run_1/floorplan.png
Scale bar: 100 µm. Pins as bars on the die edge.
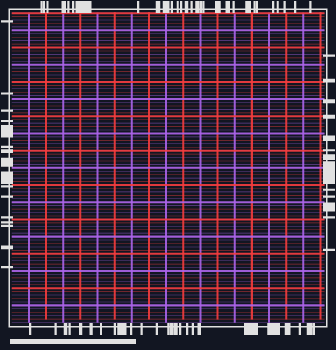
run_1/class_map.png
Fill, decap, tap and diode cells in grey.
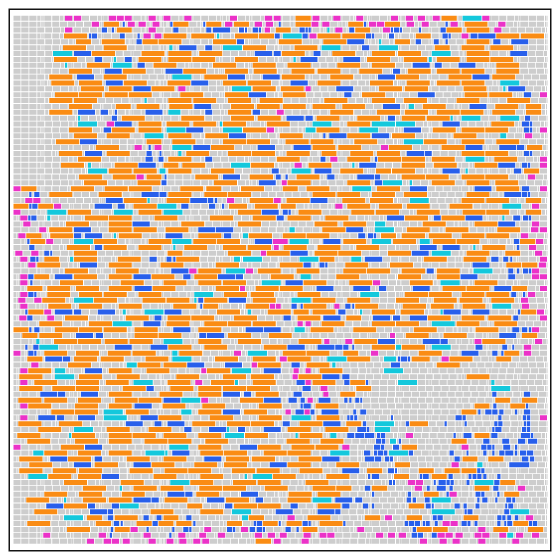
run_1/clock_wires.png
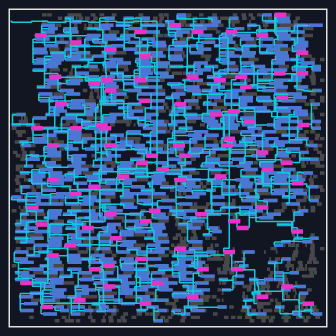
run_1/layers.png
Scale bar: 100 µm. Only two layers are drawn.
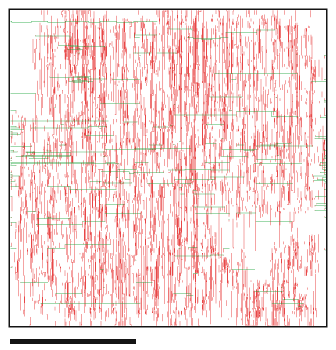
**config.mk**
```make
export PLATFORM = sky130hd
export DESIGN_NAME = cfg_dispatcher_flat
export DESIGN_NICKNAME = d
export VERILOG_FILES = /design/src/rtl/cfg_dispatcher_if.sv /design/src/rtl/cfg_dispatcher.sv /design/src/flat_wrapper.sv
export SDC_FILE = /design/constraint.sdc
export NUM_CORES = 1
export LEC_CHECK = 0
export ABC_CLOCK_PERIOD_IN_PS = 8350
export CAP_MARGIN = 5
export CELL_PAD_IN_SITES_DETAIL_PLACEMENT = 0
export CELL_PAD_IN_SITES_GLOBAL_PLACEMENT = 1
export CORE_UTILIZATION = 46
export CTS_CLUSTER_DIAMETER = 50
export DETAILED_ROUTE_END_ITERATION = 8
export PLACE_DENSITY_LB_ADDON = 0.1
export SLEW_MARGIN = 0
export SYNTH_ARGS = -nofsm -noshare
export SYNTH_HDL_FRONTEND = slang
export SYNTH_SLANG_ARGS = --single-unit
export TNS_END_PERCENT = 50
```
**constraint.sdc**
```tcl
create_clock -name clk -period 8.35 [get_ports clk]
set_input_delay 2.505 -clock clk [delete_from_list [all_inputs] [get_ports clk]]
set_output_delay 2.505 -clock clk [all_outputs]
set_load 0.005 [all_outputs]
```
**src/rtl/cfg_dispatcher_if.sv**
```systemverilog
// Host packet bus and accelerator configuration bus for cfg_dispatcher.
// The slave modport is the dispatcher side; master is the host/accelerator side.
interface cfg_dispatcher_if #(
   parameter int POST_CWIDTH = 16,
   parameter int TMPC_CWIDTH = 16,
   parameter int WICP_CWIDTH = 16,
   parameter int DATA_CWIDTH = 32,
   parameter int DEPTH       = 8,
   parameter int CNT_WIDTH   = 16
);
   logic                       in_valid;
   logic                       in_ready;
   logic [POST_CWIDTH-1:0]     in_post;
   logic [TMPC_CWIDTH-1:0]     in_tmpc;
   logic [WICP_CWIDTH-1:0]     in_wicp;
   logic [DATA_CWIDTH-1:0]     in_data;
   logic                       cfg_valid;
   logic                       cfg_busy;
   logic [POST_CWIDTH-1:0]     cfg_post_data;
   logic [TMPC_CWIDTH-1:0]     cfg_tmpc_data;
   logic [WICP_CWIDTH-1:0]     cfg_wicp_data;
   logic [DATA_CWIDTH-1:0]     cfg_data_data;
   logic [$clog2(DEPTH):0]     fifo_level;
   logic [CNT_WIDTH-1:0]       done_cnt;
   logic                       timeout_err;
   logic                       err_clr;
   logic                       idle;

   modport slave (
      input  in_valid, in_post, in_tmpc, in_wicp, in_data, cfg_busy, err_clr,
      output in_ready, cfg_valid, cfg_post_data, cfg_tmpc_data, cfg_wicp_data,
             cfg_data_data, fifo_level, done_cnt, timeout_err, idle
   );

   modport master (
      output in_valid, in_post, in_tmpc, in_wicp, in_data, cfg_busy, err_clr,
      input  in_ready, cfg_valid, cfg_post_data, cfg_tmpc_data, cfg_wicp_data,
             cfg_data_data, fifo_level, done_cnt, timeout_err, idle
   );
endinterface

```
**src/rtl/cfg_dispatcher.sv**
```systemverilog
// Buffers host configuration packets and issues them one at a time to an idle
// PE-array accelerator, tracking issue / busy-rise / busy-fall per command.
module cfg_dispatcher #(
   parameter int POST_CWIDTH = 16,
   parameter int TMPC_CWIDTH = 16,
   parameter int WICP_CWIDTH = 16,
   parameter int DATA_CWIDTH = 32,
   parameter int DEPTH       = 8,
   parameter int ACK_TIMEOUT = 16,
   parameter int CNT_WIDTH   = 16
) (
   input logic             clk,
   input logic             rst,
   cfg_dispatcher_if.slave bus
);
   localparam int PTR_W = $clog2(DEPTH);
   localparam int LVL_W = PTR_W + 1;
   localparam int ACK_W = $clog2(ACK_TIMEOUT) + 1;
   localparam int PKT_W = POST_CWIDTH + TMPC_CWIDTH + WICP_CWIDTH + DATA_CWIDTH;

   typedef enum logic [1:0] {IDLE, ISSUE, ACK, RUN} state_t;

   state_t               r_state, w_state_nxt;
   logic [PKT_W-1:0]     r_mem [DEPTH];
   logic [PTR_W-1:0]     r_wr_ptr, r_rd_ptr;
   logic [LVL_W-1:0]     r_level;
   logic [ACK_W-1:0]     r_ack_cnt, w_ack_nxt;
   logic                 r_cfg_valid;
   logic [PKT_W-1:0]     r_cfg_pkt;
   logic [CNT_WIDTH-1:0] r_done_cnt;
   logic                 r_timeout_err;
   logic [PKT_W-1:0]     w_in_pkt;
   logic                 w_full, w_push, w_pop, w_done, w_timeout;

   assign w_in_pkt  = {bus.in_post, bus.in_tmpc, bus.in_wicp, bus.in_data};
   assign w_full    = (r_level == LVL_W'(DEPTH));
   assign w_push    = bus.in_valid && !w_full;
   assign w_ack_nxt = r_ack_cnt + ACK_W'(1);

   // NOTE: every signal assigned here gets a default first, so no path can infer a latch.
   always_comb begin
      w_state_nxt = r_state;
      w_pop       = 1'b0;
      w_done      = 1'b0;
      w_timeout   = 1'b0;
      case (r_state)
         IDLE: begin
            // Pop decision uses the registered level: a fresh push waits one cycle.
            if (r_level != '0 && !bus.cfg_busy) begin
               w_pop       = 1'b1;
               w_state_nxt = ISSUE;
            end
         end
         ISSUE: w_state_nxt = ACK;
         ACK: begin
            if (bus.cfg_busy) begin
               w_state_nxt = RUN;
            end else if (w_ack_nxt == ACK_W'(ACK_TIMEOUT - 1)) begin
               w_timeout   = 1'b1;
               w_done      = 1'b1;
               w_state_nxt = IDLE;
            end
         end
         RUN: begin
            if (!bus.cfg_busy) begin
               w_done      = 1'b1;
               w_state_nxt = IDLE;
            end
         end
         default: w_state_nxt = IDLE;
      endcase
   end

   // NOTE: sequential state uses non-blocking assignments so all registers update together.
   always_ff @(posedge clk) begin
      if (rst) r_state <= IDLE;
      else     r_state <= w_state_nxt;
   end

   // NOTE: packet storage has no reset; validity is carried entirely by the pointers and level.
   always_ff @(posedge clk) begin
      if (w_push) r_mem[r_wr_ptr] <= w_in_pkt;
   end

   always_ff @(posedge clk) begin
      if (rst) begin
         r_wr_ptr      <= '0;
         r_rd_ptr      <= '0;
         r_level       <= '0;
         r_cfg_valid   <= 1'b0;
         r_cfg_pkt     <= '0;
         r_ack_cnt     <= '0;
         r_done_cnt    <= '0;
         r_timeout_err <= 1'b0;
      end else begin
         r_cfg_valid <= w_pop;
         if (w_push) r_wr_ptr <= r_wr_ptr + PTR_W'(1);
         if (w_pop) begin
            r_rd_ptr  <= r_rd_ptr + PTR_W'(1);
            r_cfg_pkt <= r_mem[r_rd_ptr];
         end
         case ({w_push, w_pop})
            2'b10:   r_level <= r_level + LVL_W'(1);
            2'b01:   r_level <= r_level - LVL_W'(1);
            default: ;
         endcase
         if (r_state == ISSUE)                     r_ack_cnt <= '0;
         else if (r_state == ACK && !bus.cfg_busy) r_ack_cnt <= w_ack_nxt;
         if (w_done) r_done_cnt <= r_done_cnt + CNT_WIDTH'(1);
         // A timeout in the same cycle as err_clr keeps the flag set.
         if (w_timeout)        r_timeout_err <= 1'b1;
         else if (bus.err_clr) r_timeout_err <= 1'b0;
      end
   end

   assign bus.in_ready    = !w_full;
   assign bus.cfg_valid   = r_cfg_valid;
   assign {bus.cfg_post_data, bus.cfg_tmpc_data, bus.cfg_wicp_data, bus.cfg_data_data} = r_cfg_pkt;
   assign bus.fifo_level  = r_level;
   assign bus.done_cnt    = r_done_cnt;
   assign bus.timeout_err = r_timeout_err;
   assign bus.idle        = (r_state == IDLE) && (r_level == '0);
endmodule

```
**src/flat_wrapper.sv**
```systemverilog
// flat-port wrapper written by rule: the top's interface ports become plain ports
module cfg_dispatcher_flat 
#(
   parameter int POST_CWIDTH = 16,
   parameter int TMPC_CWIDTH = 16,
   parameter int WICP_CWIDTH = 16,
   parameter int DATA_CWIDTH = 32,
   parameter int DEPTH       = 8,
   parameter int ACK_TIMEOUT = 16,
   parameter int CNT_WIDTH   = 16
)
  (clk, rst, bus_in_valid, bus_in_post, bus_in_tmpc, bus_in_wicp, bus_in_data, bus_cfg_busy, bus_err_clr, bus_in_ready, bus_cfg_valid, bus_cfg_post_data, bus_cfg_tmpc_data, bus_cfg_wicp_data, bus_cfg_data_data, bus_fifo_level, bus_done_cnt, bus_timeout_err, bus_idle);
  cfg_dispatcher_if #(.POST_CWIDTH(POST_CWIDTH), .TMPC_CWIDTH(TMPC_CWIDTH), .WICP_CWIDTH(WICP_CWIDTH), .DATA_CWIDTH(DATA_CWIDTH), .DEPTH(DEPTH), .CNT_WIDTH(CNT_WIDTH)) bus_i ();
  input logic clk;
  input logic rst;
  input wire logic [$bits(bus_i.in_valid)-1:0] bus_in_valid;
  input wire logic [$bits(bus_i.in_post)-1:0] bus_in_post;
  input wire logic [$bits(bus_i.in_tmpc)-1:0] bus_in_tmpc;
  input wire logic [$bits(bus_i.in_wicp)-1:0] bus_in_wicp;
  input wire logic [$bits(bus_i.in_data)-1:0] bus_in_data;
  input wire logic [$bits(bus_i.cfg_busy)-1:0] bus_cfg_busy;
  input wire logic [$bits(bus_i.err_clr)-1:0] bus_err_clr;
  output wire logic [$bits(bus_i.in_ready)-1:0] bus_in_ready;
  output wire logic [$bits(bus_i.cfg_valid)-1:0] bus_cfg_valid;
  output wire logic [$bits(bus_i.cfg_post_data)-1:0] bus_cfg_post_data;
  output wire logic [$bits(bus_i.cfg_tmpc_data)-1:0] bus_cfg_tmpc_data;
  output wire logic [$bits(bus_i.cfg_wicp_data)-1:0] bus_cfg_wicp_data;
  output wire logic [$bits(bus_i.cfg_data_data)-1:0] bus_cfg_data_data;
  output wire logic [$bits(bus_i.fifo_level)-1:0] bus_fifo_level;
  output wire logic [$bits(bus_i.done_cnt)-1:0] bus_done_cnt;
  output wire logic [$bits(bus_i.timeout_err)-1:0] bus_timeout_err;
  output wire logic [$bits(bus_i.idle)-1:0] bus_idle;
  assign bus_i.in_valid = bus_in_valid;
  assign bus_i.in_post = bus_in_post;
  assign bus_i.in_tmpc = bus_in_tmpc;
  assign bus_i.in_wicp = bus_in_wicp;
  assign bus_i.in_data = bus_in_data;
  assign bus_i.cfg_busy = bus_cfg_busy;
  assign bus_i.err_clr = bus_err_clr;
  assign bus_in_ready = bus_i.in_ready;
  assign bus_cfg_valid = bus_i.cfg_valid;
  assign bus_cfg_post_data = bus_i.cfg_post_data;
  assign bus_cfg_tmpc_data = bus_i.cfg_tmpc_data;
  assign bus_cfg_wicp_data = bus_i.cfg_wicp_data;
  assign bus_cfg_data_data = bus_i.cfg_data_data;
  assign bus_fifo_level = bus_i.fifo_level;
  assign bus_done_cnt = bus_i.done_cnt;
  assign bus_timeout_err = bus_i.timeout_err;
  assign bus_idle = bus_i.idle;
  cfg_dispatcher #(.POST_CWIDTH(POST_CWIDTH), .TMPC_CWIDTH(TMPC_CWIDTH), .WICP_CWIDTH(WICP_CWIDTH), .DATA_CWIDTH(DATA_CWIDTH), .DEPTH(DEPTH), .ACK_TIMEOUT(ACK_TIMEOUT), .CNT_WIDTH(CNT_WIDTH)) u_core (.clk(clk), .rst(rst), .bus(bus_i));
endmodule
```
==> Flow_metrics.wiki, run 1 <==
== Metrics ==
{| class="wikitable"
! Metric !! Value
|-
| Leakage power || 10.35 nW
|-
| Fraction of registers with async set/reset || 0%
|-
| Placer Congestion || 0.6901
|-
| H-tree levels || 3
|-
| Setup slack of the most critical reg-to-reg path || 5.15 ns
|-
| Post-route insts no fill || 2,479
|-
| Pins Over Slew Limit || 0
|-
| Crit Path Category || input port to flop
|-
| Hold_buf cts || 0
|-
| Clock-pin slew on the worst setup and hold paths || 0.05 ns
|-
| Inserted Clock Buffers || approximately 84
|-
| Final setup violating endpoints || 0
|-
| Number of sinks handled by clock tree synthesis || about 760
|-
| Register share after synthesis || 76.06%
|-
| Io pins || 189
|-
| Number of cell instances after yosys synthesis || 1,413
|-
| Part of the total power dissipated in sequential elements || 46.4%
|-
| Fraction of layout instances using a drive strength above 1 || ~20%
|-
| Clk latency late pin || 0.61 ns
|-
| Post-synthesis instance area || 28,300 µm²
|-
| Antenna violation net count after detailed routing || 0
|-
| Total negative slack || 0 ns
|-
| Remaining global-route overflow || 0
|-
| Final worst-path cycle share || 59.42%
|-
| Count of max-cap constraint violations || 0
|-
| Clock root cell || clkbuf_16
|-
| Number of antenna violations at the first check in global routing || 3
|-
| CP Data Required Time || 8.87 ns
|-
| Warnings, synthesis || 0
|-
| Fill cells || approximately 4,700
|-
| DIE WIDTH || between 200 and 300 µm
|-
| Synth Area per Inst || 20.03 µm²
|-
| Status || finished, final reports clean
|-
| DR WL/cell || 23.42 µm
|-
| Die height || between 200 and 300 µm
|-
| Number of buffers added on ports || ~190
|-
| Relative area change from synthesis to final layout || 19.30%
|-
| Switching share of power || 25.01%
|-
| Instance count after placement with tap cells included || 2,323
|-
| Standard-cell rows || 90
|-
| Synthesis area per yosys || about 28,000 µm²
|-
| Kind of launch point of the worst setup path || input port
|-
| Count of library flops with an enable pin || 640
|-
| Vias per cell || 5.596
|}
Notes on floorplan.png above:
purple -> VSS
red -> VDD
met1 rails = 91
met5 straps = 18
signal pins = 189
met4 straps = 18
rows = 90

Notes on class_map.png above:
cyan -> clock drivers and dummy loads  # cells 156, share of their area 8.3%
orange -> registers  # cells 755, share of their area 66%
magenta -> remaining buffers and delay cells  # cells 211, share of their area 6.3%
blue -> remaining logic cells  # cells 575, share of their area 20%

Notes on clock_wires.png above:
blue -> flip-flops  # count 755
magenta -> clock-net drivers  # count 84
cyan -> clock wires  # length 8,740 µm
flops lie = spread over the die
routed clock nets = 85

Notes on layers.png above:
red -> M2  # wire length 28.4 mm
green -> M3  # wire length 2,750 µm

[run 1: flip-flops by register name (all words and copies together) (netlist names)]
register                count
u_core.bus.cfg_valid        1
u_core.r_cfg_pkt           80
u_core.bus.timeout_err      1
u_core.r_wr_ptr             3
u_core.r_ack_cnt            5
u_core.bus.done_cnt        16
u_core.r_state              2
u_core.bus.fifo_level       4
u_core.r_rd_ptr             3
u_core.r_mem              640
[run 1: path summary, 6_finish.rpt]
| check | startpoint | end |
|---|---|---|
| max | bus_cfg_busy | u_core.bus.fifo_level[2] |
| min | u_core.bus.timeout_err | u_core.bus.timeout_err |
| max reg2reg | u_core.bus.fifo_level[1] | u_core.r_mem[0][62] |
| min reg2reg | u_core.bus.timeout_err | u_core.bus.timeout_err |
[run 1: stage by stage]
step	hold slack, ns	util [%]	setup WS [ns]	power (mW)
global route	0.5054	55.72	3.158	10.39
detailed placement	0.4629	51.24	2.791	6.505
finish	0.4658	55.72	3.388	9.936
CTS	0.4715	55.72	3.408	10.08
global placement	0.4596	51.24	2.784	6.479
floorplan	0.4616	-	-0.3285	5.762
[run 1: per-layer routing]
metal	global-route usage [%]	part of all wire, %	vias up
met5	0	0.059	-
met4	5.206	1.6	6
met1	25.95	45	7277
met3	3.473	4.7	76
met2	31.03	49	296
li1	-	-	6218
[run 1: worst max-delay path, stage by stage]
cell	delay [ns]
clkdlybuf4s50_1	0.61
or4_4	0.62
inv_6	0.41
ha_1	0.34
xor2_1	0.16
ha_1	0.15
a21oi_1	0.05
xor2_1	0.16
or3_1	0.30
a21oi_1	0.15
[run 1: layout make-up]
| class | count | share of cell area [%] |
|---|---|---|
| flip-flops and latches | 755 | 63.79 |
| inverters | 6 | 0.08154 |
| clock inverters | 42 | 1.116 |
| multi-input cells | 569 | 19.08 |
| repair buffers | 211 | 6.116 |
| well taps | 782 | 2.899 |
| clock buffers | 114 | 6.920 |
[run 1: power by group through the flow]
stage | clock network (mW) | registers [mW] | logic [mW]
final | 3.56 | 4.61 | 1.77
after detailed placement | 0 | 4.69 | 1.81
after global placement | 0 | 4.69 | 1.79
after CTS | 3.65 | 4.62 | 1.82
after global routing | 3.79 | 4.65 | 1.95
after floorplan | 0 | 4.61 | 1.15
[run 1: cells in the mapped netlist (all sizes together), types with 9 or more instances]
cell | n | area (µm²)
a211oi | 80 | 600.6
a21oi | 26 | 130.1
buf | 51 | 252.7
clkbuf | 32 | 120.1
dfxtp | 115 | 2302
edfxtp | 640 | 19220
mux2i | 82 | 820.8
mux4 | 160 | 3603
nand2 | 15 | 56.30
nor2 | 105 | 396.6
o21ai | 9 | 45.04
o31ai | 9 | 67.56
or4 | 10 | 78.82
[run 1: kinds of logic after synthesis]
group / share of synthesized area, %
DFF: 76.06
muxes: 15.64
and+or+nand+nor: 2.936
AOI/OAI and AO/OA: 3.343
buffers and inverters: 1.397
xor gates and xnor gates: 0.2786
adders and majority gates: 0.3538
run_1/clock_nets.png
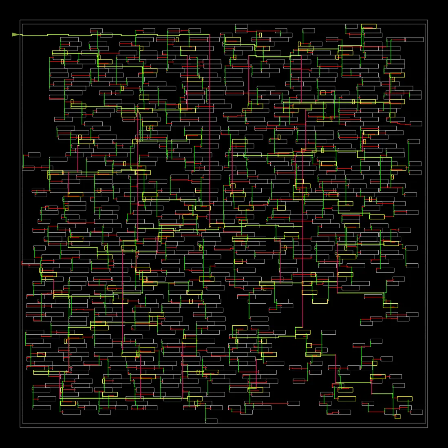

==> run 2, diff against run 1 <==
--- a/config.mk
+++ b/config.mk
@@ -5,7 +5,7 @@
 export SDC_FILE = /design/constraint.sdc
 export NUM_CORES = 1
 export LEC_CHECK = 0
-export ABC_CLOCK_PERIOD_IN_PS = 8350
+export ABC_CLOCK_PERIOD_IN_PS = 4200
 export CAP_MARGIN = 5
 export CELL_PAD_IN_SITES_DETAIL_PLACEMENT = 0
 export CELL_PAD_IN_SITES_GLOBAL_PLACEMENT = 1
==> constraint.sdc (replaced) <==
create_clock -name clk -period 4.2 [get_ports clk]
set_input_delay 1.26 -clock clk [delete_from_list [all_inputs] [get_ports clk]]
set_output_delay 1.26 -clock clk [all_outputs]
set_load 0.005 [all_outputs]
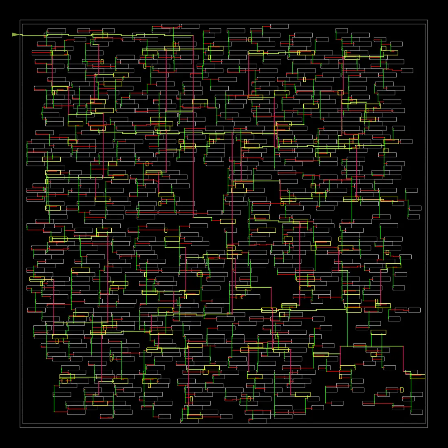
run_2/clock_nets.png
clock skew: 0.01665 ns
number of clock buffers in the layout: 124
power attributed to the clock group: 7.29 mW
Inserted Clock Buffers: 85
Flop Count: 755

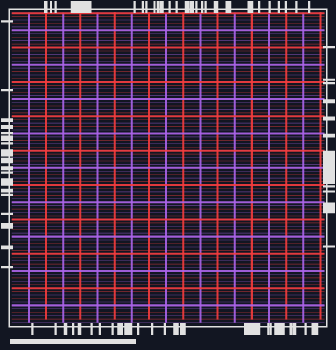
run_2/floorplan.png
Scale bar: 100 µm. Pins as bars on the die edge.
red -> VDD
purple -> VSS
signal pins = 189
met5 straps = 18
rows = 90

==> run 2 against run 1 <==
Against the previous run: power rose by 100%; area after synthesis did not move; sequential share of layout area fell by 1.0 points; wire length rose by 1.3%; register-to-register slack got worse by 3.5 ns; critical path depth fell by 7; global-route usage rose by 0.47 points; sequential cell count did not move; utilization rose by 0.93 points.
==> Flow_metrics.wiki, run 2 <==
== Metrics ==
{| class="wikitable"
! Metric !! Value
|-
| DR WL/cell || 23.54 µm
|-
| Minimum hold slack || 0.4746 ns
|-
| Place WS || between 0.5 and 0.6 ns
|-
| Min-delay src || u_core.bus.timeout_err
|-
| Area leader, netlist || edfxtp_1
|-
| Number of antenna violations at the first check in global routing || 4
|-
| Standard-cell rows || 90
|-
| Mux share of post-synthesis cell area || 15.64%
|-
| DIE WIDTH || 250.0 µm
|-
| Leakage power || roughly 11 nW
|-
| Clk latency late pin || between 0.6 and 0.7 ns
|-
| Top cells by area || edfxtp_1 (68%), mux4_2 (13%), dfxtp_1 (8.1%), mux2i_1 (2.9%), a211oi_1 (2.1%)
|-
| Share of synthesized cell area in full adder, half adder and majority cells || less than 1%
|-
| Status || finished, final reports clean
|-
| Area fraction of the dominant cell type after synthesis || 67.92%
|-
| Warnings, synthesis || 0
|-
| Final worst-path cycle share || 82.13%
|-
| Hold_buf cts || 0
|-
| Io pins || roughly 190
|-
| CP Data Required Time || around 3 ns
|-
| Synthesis area per yosys || approximately 28,000 µm²
|-
| Top logic cell family in the synthesized netlist || multiplexers
|-
| Fraction of layout instances using a drive strength above 1 || 20.38%
|-
| H-tree levels || 3
|-
| Design Power || 20.07 mW
|-
| Number of buffers added on ports || 188
|-
| Minimum setup slack in the final design || between 0.7 and 0.8 ns
|-
| Crit Path Category || flop to output port
|-
| Most flop-heavy register || u_core.r_mem
|-
| Final core area utilization || about 57%
|-
| Number of cell instances after yosys synthesis || between 1,000 and 1,500
|-
| Final setup violating endpoints || 0
|-
| Xor+xnor area frac || 0.2786%
|-
| Antenna violation net count after detailed routing || 0
|-
| Simple Share, Synth || 2.936%
|-
| Placer Congestion || slightly above 0.7
|-
| Cell with the most instances after synthesis || edfxtp_1
|-
| Top cell types by occurrence after synthesis || edfxtp_1 (640), mux4_2 (160), dfxtp_1 (115), nor2_1 (104), mux2i_1 (82)
|-
| Total negative slack || 0 ns
|-
| Die height || approximately 250 µm
|-
| Vias per cell || 5.556
|-
| Fill cells || about 4,600
|-
| Remaining global-route overflow || 0
|-
| Clock root cell || clkbuf_16
|}
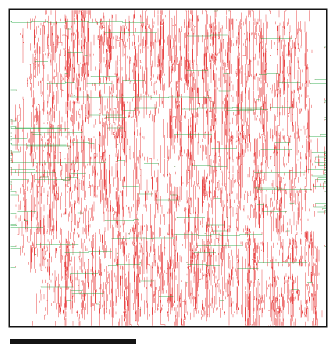
run_2/layers.png
Scale bar: 100 µm. Only two layers are drawn.
green -> M3  # wire length 2,310 µm
red -> M2  # wire length 29.2 mm

-- run 2: cell counts after synthesis --
No cell type changed its count.
-- run 2: metal layers --
| layer | up-vias | track usage (%) | share of wire, % |
|---|---|---|---|
| li1 | 6285 | - | - |
| met1 | 7263 | 26.50 | 44 |
| met2 | 237 | 31.83 | 50 |
| met3 | 100 | 3.765 | 3.9 |
| met4 | 6 | 5.136 | 2.0 |
| met5 | - | 0 | 0.065 |
-- run 2: area by class of cell --
class                      instances  share of cell area, %
multi-input combinational        569                  18.79
inverter                           6                0.08021
timing repair buffer             232                  7.387
tap                              782                  2.851
clock inverter                    31                  1.010
clock buffer                     124                  7.135
antenna                            1               0.007292
sequential                       755                  62.74
-- run 2: critical path, cell delays in order, from the launching register on --
cell	delay (ns)
dfxtp_1	0.39
nor4_1	0.47
and2_1	0.19
clkdlybuf4s50_1	0.53
-- run 2: where the power goes --
| group | internal, mW | leakage [nW] | total [mW] | switching (mW) |
|---|---|---|---|---|
| Combinational | 1.97 | 2.46 | 3.62 | 1.65 |
| Clock | 4.43 | 1.34 | 7.29 | 2.86 |
| Sequential | 8.74 | 6.75 | 9.17 | 0.423 |
| Total | 15.1 | 10.6 | 20.1 | 4.93 |
-- run 2: worst paths after layout --
check | endpoint | slack [ns] | cells after the start
worst max register to register | u_core.bus.fifo_level[2] | 1.66 | 10
worst min-delay path | u_core.bus.timeout_err | 0.47 | 2
worst max-delay path | bus_idle | 0.75 | 3
worst min register to register | u_core.bus.timeout_err | 0.47 | 2
-- run 2: cells by family (layout without fill, tap and decap cells) --
family,count (synthesis),in the layout
simple gates,176,176
flops,755,755
compound gates,134,134
fa+ha+maj,8,8
other cells,0,1
mux,242,242
buf+inv,89,393
xor+xnor,9,9
-- run 2: stage by stage --
| step | cells | instance area, µm² |
|---|---|---|
| floorplan | 1413 | 28310 |
| global placement | 2344 | 31520 |
| detailed placement | 2344 | 31520 |
| CTS | 2499 | 34320 |
| global route | 2500 | 34320 |
| finish | 2500 | 34320 |
run_2/class_map.png
Fill, decap, tap and diode cells in grey.
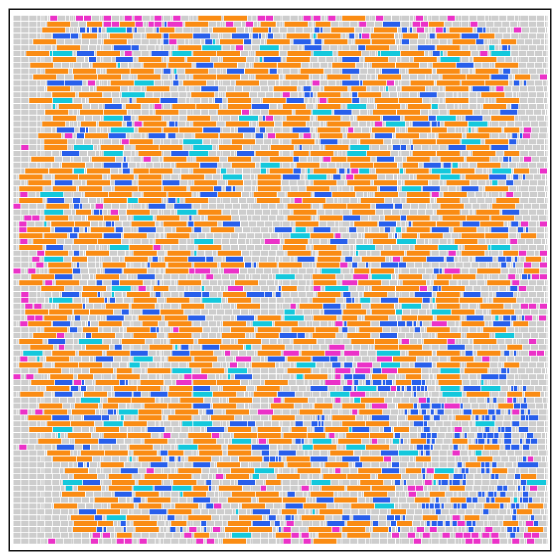

==> run 3, diff against run 2 <==
--- a/config.mk
+++ b/config.mk
@@ -5,11 +5,11 @@
 export SDC_FILE = /design/constraint.sdc
 export NUM_CORES = 1
 export LEC_CHECK = 0
-export ABC_CLOCK_PERIOD_IN_PS = 4200
+export ABC_CLOCK_PERIOD_IN_PS = 3200
 export CAP_MARGIN = 5
 export CELL_PAD_IN_SITES_DETAIL_PLACEMENT = 0
 export CELL_PAD_IN_SITES_GLOBAL_PLACEMENT = 1
-export CORE_UTILIZATION = 46
+export CORE_UTILIZATION = 50
 export CTS_CLUSTER_DIAMETER = 50
 export DETAILED_ROUTE_END_ITERATION = 8
 export PLACE_DENSITY_LB_ADDON = 0.1
==> constraint.sdc (replaced) <==
create_clock -name clk -period 3.2 [get_ports clk]
set_input_delay 0.96 -clock clk [delete_from_list [all_inputs] [get_ports clk]]
set_output_delay 0.96 -clock clk [all_outputs]
set_load 0.005 [all_outputs]
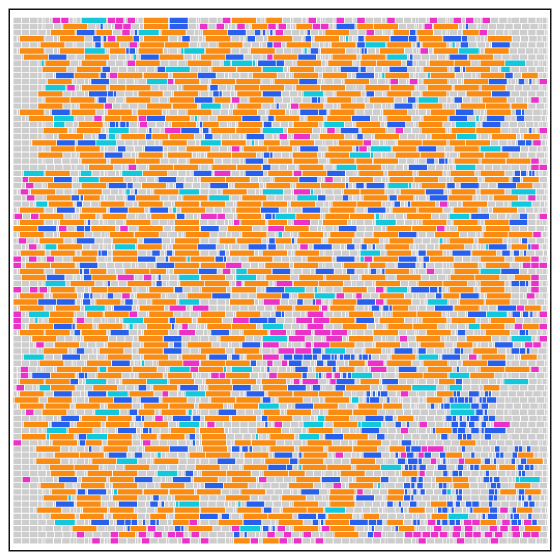
run_3/class_map.png
Fill, decap, tap and diode cells in grey.
standard-cell rows: 86
final instance area: 34,430 µm²
proportion of cell area occupied by registers: 62.55%
final core area utilization: 62.00%

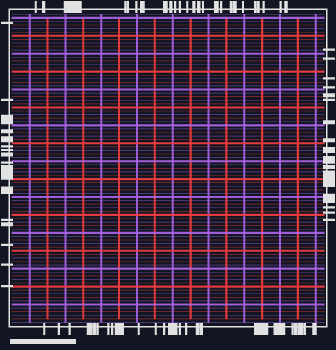
run_3/floorplan.png
Scale bar: 50 µm. Pins as bars on the die edge.
purple -> VSS
red -> VDD
signal pins = 189
met4 straps = 17
rows = 86
met1 rails = 87

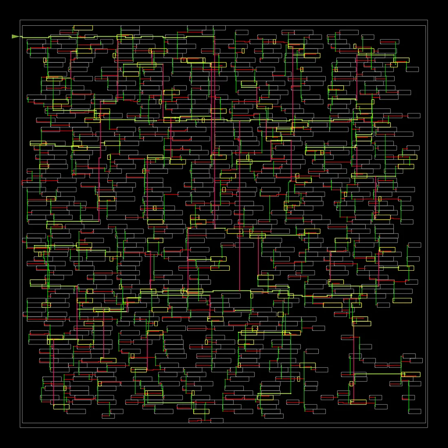
run_3/clock_nets.png
power attributed to the clock group: 9.32 mW
number of clock buffers in the layout: 108
clk latency late pin: 0.62 ns
number of sinks handled by clock tree synthesis: 755
clock skew: 0.02703 ns

==> run 3 against run 2 <==
Against the previous run: highest routed layer unchanged; combinational power up 36%; power rose by 31%; clock-buffer cell count shrank 16; worst setup slack lost 0.60 ns; area after synthesis stayed put.
==> Flow_metrics.wiki, run 3 <==
== Metrics ==
{| class="wikitable"
! Metric !! Value
|-
| Area fraction of the dominant cell type after synthesis || 67.92%
|-
| DR WL/cell || 23.46 µm
|-
| Total negative slack || 0 ns
|-
| Reg-to-Reg Start || u_core.r_state[0]
|-
| Post-synthesis instance area || roughly 28,000 µm²
|-
| Top cell types by occurrence after synthesis || edfxtp_1 (640), mux4_2 (160), dfxtp_1 (115), nor2_1 (104), mux2i_1 (82)
|-
| Most flop-heavy register || u_core.r_mem
|-
| Hold_buf cts || 0
|-
| Top cells by area || edfxtp_1 (68%), mux4_2 (13%), dfxtp_1 (8.1%), mux2i_1 (2.9%), a211oi_1 (2.1%)
|-
| Pins Over Slew Limit || 0
|-
| Kind of launch point of the worst setup path || flop
|-
| Number of cell instances after yosys synthesis || between 1,000 and 1,500
|-
| H-tree levels || 3
|-
| Placer Congestion || around 0.73
|-
| Clock root cell || clkbuf_16
|-
| Part of the total power dissipated in the clock network || 35.6%
|-
| Register share after synthesis || 76.06%
|-
| Status || finished, final reports clean
|-
| Worst r2r path cells || 9
|-
| Max FFs per register || 640
|-
| Synth Area per Inst || 20.03 µm²
|-
| Part of the total power dissipated in sequential elements || between 40% and 50%
|-
| CP Data Required Time || between 2 and 2.5 ns
|-
| Die height || 239.9 µm
|-
| Final worst-path cycle share || 95.40%
|-
| Gate power share || 18.8%
|-
| Count of max-cap constraint violations || 0
|-
| Worst hold path endpoint || u_core.bus.timeout_err
|-
| Relative area change from synthesis to final layout || 21.66%
|-
| Clock-pin slew on the worst setup and hold paths || 0.06 ns
|-
| Cell with the most instances after synthesis || edfxtp_1
|-
| Fraction of layout instances using a drive strength above 1 || 20.86%
|-
| Fraction of registers with async set/reset || 0%
|-
| Vias per cell || 5.655
|-
| Final setup violating endpoints || 0
|-
| Io pins || 189
|-
| Warnings, synthesis || 0
|-
| Place WS || -0.07165 ns
|-
| Area leader, netlist || edfxtp_1
|-
| Antenna violation net count after detailed routing || 0
|-
| Hold Path Depth || 2
|-
| Synthesis area per yosys || roughly 28,000 µm²
|-
| Number of antenna violations at the first check in global routing || 8
|-
| Leakage power || roughly 11 nW
|-
| R2R Path End || u_core.bus.fifo_level[2]
|-
| Net switching power || 6.444 mW
|-
| Switching share of power || 24.59%
|}
## run 3: cell counts after synthesis
Identical to the previous run, type by type.
## run 3: final cells by class
class	instances	area, µm²
diodes	1	2.502
clock buffers	108	2262
well taps	748	935.9
clock inverters	40	419.2
flip-flops and latches	755	21530
fillers	3991	21100
multi-input cells	569	6466
repair buffers	248	2780
inverters	6	27.53
## run 3: per-stage QoR
step | cell area [µm²] | utilization (%) | hold slack, ns | power, mW | instances
final | 34430 | 62.00 | 0.4734 | 26.21 | 2475
after global placement | 31740 | 57.17 | 0.4607 | 17.11 | 2326
after floorplan | 28360 | - | 0.4616 | 15.03 | 1413
after global routing | 34430 | 62.00 | 0.5039 | 27.34 | 2475
after detailed placement | 31740 | 57.17 | 0.4683 | 17.20 | 2326
after CTS | 34420 | 62.00 | 0.4771 | 26.55 | 2474
## run 3: cell families after synthesis
kind of cell | Yosys count | synth area share, %
compound gates | 134 | 3.343
xor+xnor | 9 | 0.2786
fa+ha+maj | 8 | 0.3538
buf+inv | 89 | 1.397
flops | 755 | 76.06
mux | 242 | 15.64
simple gates | 176 | 2.936
## run 3: worst max-delay path by stage
stage | to | start | slack [ns]
after detailed placement | u_core.bus.fifo_level[2] | bus_cfg_busy | -0.07
after floorplan | u_core.r_mem[2][0] | bus_in_valid | -0.61
after global routing | bus_idle | u_core.bus.fifo_level[1] | 0.02
after global placement | u_core.bus.fifo_level[2] | bus_cfg_busy | -0.10
after CTS | bus_idle | u_core.bus.fifo_level[1] | 0.07
final | bus_idle | u_core.bus.fifo_level[1] | 0.15
## run 3: power by group through the flow
| stage | clock [mW] | sequential, mW | combinational [mW] |
|---|---|---|---|
| floorplan | 0 | 12.0 | 3.02 |
| global placement | 0 | 12.1 | 4.97 |
| detailed placement | 0 | 12.2 | 5.04 |
| CTS | 9.52 | 12.0 | 5.06 |
| global route | 9.90 | 12.0 | 5.41 |
| finish | 9.32 | 12.0 | 4.93 |
## run 3: worst max-delay path, stage by stage, from the launching register on
cell and delay (ns):
dfxtp_1 0.39, nor4_1 0.40, and2_1 0.21, clkdlybuf4s50_1 0.50
## run 3: metal layers
layer	part of all wire [%]	track usage [%]	vias up
li1	-	-	6298
met1	44	28.55	7329
met2	50	34.48	260
met3	4.2	4.294	94
met4	2.0	5.771	14
met5	0.15	0	-
Power figures rest on the tool's default switching activity, not on a simulated workload.
